==> images/flops_by_reg.png <==
Drawn at 8 px/um. Other sequential cells in the stronger gray, the rest of the logic in the fainter gray.
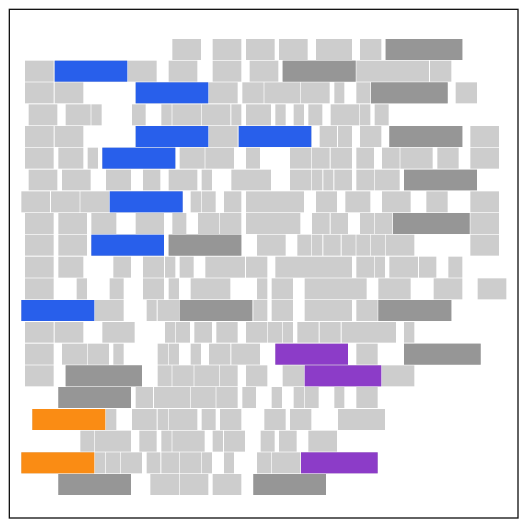
==> images/logic_types.png <==
Drawn at 4 px/um.
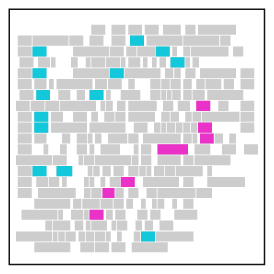
==> images/layer_met1.png <==
Drawn at 4 px/um.
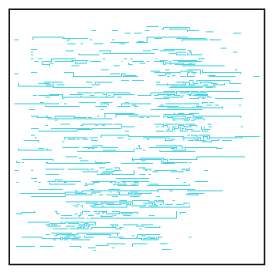
==> images/congestion.png <==
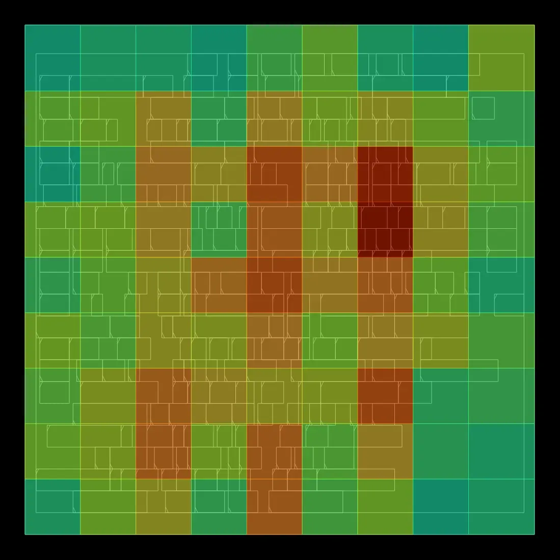
==> config.mk <==
export PLATFORM = sky130hd
export DESIGN_NAME = uart_tx_arbiter
export DESIGN_NICKNAME = d
export VERILOG_FILES = /design/src/rtl/uart_tx_arbiter.sv
export SDC_FILE = /design/constraint.sdc
export NUM_CORES = 1
export LEC_CHECK = 0
export CORE_UTILIZATION = 42
export DETAILED_ROUTE_END_ITERATION = 12
export PLACE_DENSITY = 0.81
export SLEW_MARGIN = 25
export SYNTH_ARGS = -nofsm -noshare
export SYNTH_HDL_FRONTEND = slang
export SYNTH_SLANG_ARGS = --single-unit
==> constraint.sdc <==
create_clock -name Clock -period 1.5 [get_ports Clock]
set_input_delay 0.15 -clock Clock [delete_from_list [all_inputs] [get_ports Clock]]
set_output_delay 0.15 -clock Clock [all_outputs]
set_load 0.01 [all_outputs]
==> run_results.csv <==
group,metric,value,unit
synthesis,synth-edff-count,0,
clock_tree,clockBufferDepth,2,
cells_and_area,final_cell_area,0.00244,mm2
detailed_routing,wl_met3,158,um
setup_path,cpPeakStageDelay,0.44,ns
detailed_routing,wire_per_inst,13.1,um
sta,hold_viol,0,
detailed_routing,routed.top_layer,"met4",
pwr,ir_drop,0.946,mV
synthesis,ys.warnings.count,0,
cells_and_area,finalNetCount,268,
global_routing,grt_pass1_wl,6280,um
synthesis,top_area_share,41.1,%
detailed_routing,met2_wirelength,1880,um
setup_path,cp_common_cell,"buf_4",
clock_tree,cts_buffers,3,
global_routing,antenna_found_initial,0,
clock_tree,cts_tree,"built",
setup_path,path_max_fanout,6,
detailed_routing,postRouteAntennaNets,0,
sta,setup_viol,11,
floorplan,die_w,63.4,um
setup_path,crit_chain,"nor3b_4 -> buf_4 -> a21boi_4 -> buf_4 -> nand2_2 -> mux2i_1",
synthesis,floorplan.nets,192,
floorplan,coreArea,0.00347,mm2
setup_path,crit_slowest_cell,"dfrtp_2",
detailed_routing,drc,0,
run,cap_violations,0,
clock_tree,clk_pin_slew,0.09,ns
pwr,static-leakage-power,1.10,nW
cells_and_area,area_growth,53.9,%
setup_path,cp-end-kind,"flip-flop",
clock_tree,cts_hold_buf,0,
place,placed_cell_area,0.00230,mm2
sta,max_freq,649,MHz
sta,worst_hold_slack,0.240,ns
run,warning_count,28,
detailed_routing,met1_length,1700,um
synthesis,ys_area,0.00158,mm2
sta,final.setup.worst_slack,-0.0410,ns
setup_path,cp_data_arrival_time,1.73,ns
synthesis,synth_flops,27,
cells_and_area,n_antenna_cell,0,
setup_path,worstPathRequired,1.69,ns
setup_path,r2r.worst_path.cells,6,
cells_and_area,drive_above_1_share,29.5,%
place,place_ws,-0.181,ns
floorplan,rows,21,
sta,maxSlewHeadroom,75.2,%
setup_path,rrSetupSlack,-0.04,ns
place,place_hpwl,2730,um
pwr,p_per_area,1700,mW/mm2
worst_hold_path,hold_class,"in -> async",
floorplan,io_pins,47,
global_routing,grt_max_degree,28,
run_status,violations,"negative setup slack",
floorplan,die_y,63.4,um
synthesis,ff_type,"dfrtp_1",
setup_path,start_kind,"flip-flop",
run_status,status,"finished with violations",
synthesis,syn_inst,166,
synthesis,synth_area,0.00158,mm2
synthesis,async_flop_share,100,%
floorplan,initCoreUtil,45.7,%
sta,fin_crit,1.54,ns
clock_tree,cts-root-buf,"clkbuf_8",
detailed_routing,vias,1518,
place,port-buffer-count,46,
place,gp_congestion,0.851,
-- flops_by_reg.png (at the start) --
| signal | color | flops |
|---|---|---|
| `TXC_data` | blue | 8 |
| `gap_q` | orange | 2 |
| `state_q` | purple | 3 |
not colored: 14
Reg area: 684 um2
Final Core Density: 70.3%
Flop+latch power: 0.00120 W

-- logic_types.png (at the start) --
| family | color | cells | most used |
|---|---|---|---|
| mux cells | cyan | 13 | mux2i_1 |
| non-inverting ao/oa cells | magenta | 7 | a221o_1 |
combinational share of cell area: 37.4%
post-route insts no fill: 287

-- layer_met1.png (at the start) --
main direction: horizontal
longest straight run: 21.6 um
wire length on this layer: 1,700 um
Post-Route WL: 3770 um
M1 GR Usage: 25.5%

-- congestion.png (at the start) --
gr busiest metal: met2
All-Layer GR Usage: 19.5%
GR Util met3: 3.08%

## what timing repair did
action / CTS / global route
gates resized: 17 / 15
setup endpoints to repair: 11 / 32
endpoints found under the hold margin: 0 / 0
setup buffers: 7 / 2
pin swaps: 9 / 8
## logic make-up after synthesis
logic type | Yosys count | synth area share (%)
AND/OR/NAND/NOR | 64 | 21.4
AND-OR/OR-AND | 45 | 20.9
flip-flops | 27 | 42.7
buffers and inverters | 15 | 5.13
multiplexers | 13 | 8.29
adder cells (fa/ha/maj) | 2 | 1.58
## power by group
group / switching [W] / leakage, nW / internal, W
Combinational: 0.00116 / 0.749 / 0.00139
Clock: 0.000222 / 0.0228 / 0.000190
Sequential: 0.000195 / 0.325 / 0.00101
## layer usage
metal  vias up  GRT usage [%]
met2        50           33.2
met3         4           3.08
met5         -              0
met4         0           5.40
met1       715           25.5
li1        749              -
## cell usage in the layout, fill, tap and decap left out, types with 2 or more instances in the layout
cell type	Yosys	layout
nor3_4	0	2
a31oi_1	4	4
dfrtp_1	26	20
clkbuf_8	0	3
nor3_1	3	2
buf_6	3	2
o21ai_0	11	11
nor2b_1	6	5
inv_1	8	8
a21oi_2	8	8
nor2_2	0	2
buf_4	0	29
and2_1	3	3
dlymetal6s2s_1	0	2
mux2i_1	12	12
nor3b_1	2	2
nand3b_1	2	2
nand2_1	16	15
and3_1	5	4
nand3_1	7	6
dfrtp_2	0	6
a21oi_1	6	6
clkdlybuf4s50_1	0	40
clkbuf_2	0	2
a221o_1	3	3
nand2_2	1	2
o211ai_1	2	2
nor2_1	14	12
## cell type report
class                   count  area [um2]
repair buffers             78         709
flip-flops and latches     27         684
inverters                   8        30.0
well taps                  46        57.6
fillers                   290        1030
multi-input cells         124         912
clock buffers               4        45.0
## worst max-delay path, delay by kind of cell (launching register included)
family | cells | cell delay (ns)
compound gates | 1 | 0.28
buf+inv | 2 | 0.33
flops | 1 | 0.44
mux | 1 | 0.12
simple gates | 2 | 0.30
## through the flow
step | utilization [%] | cells | power (W)
global placement | 66.2 | 278 | 0.00352
global route | 70.3 | 287 | 0.00445
detailed placement | 66.2 | 278 | 0.00355
floorplan | - | 166 | 0.00253
CTS | 69.8 | 287 | 0.00414
finish | 70.3 | 287 | 0.00415
Power is estimated from default activity; no workload was simulated.
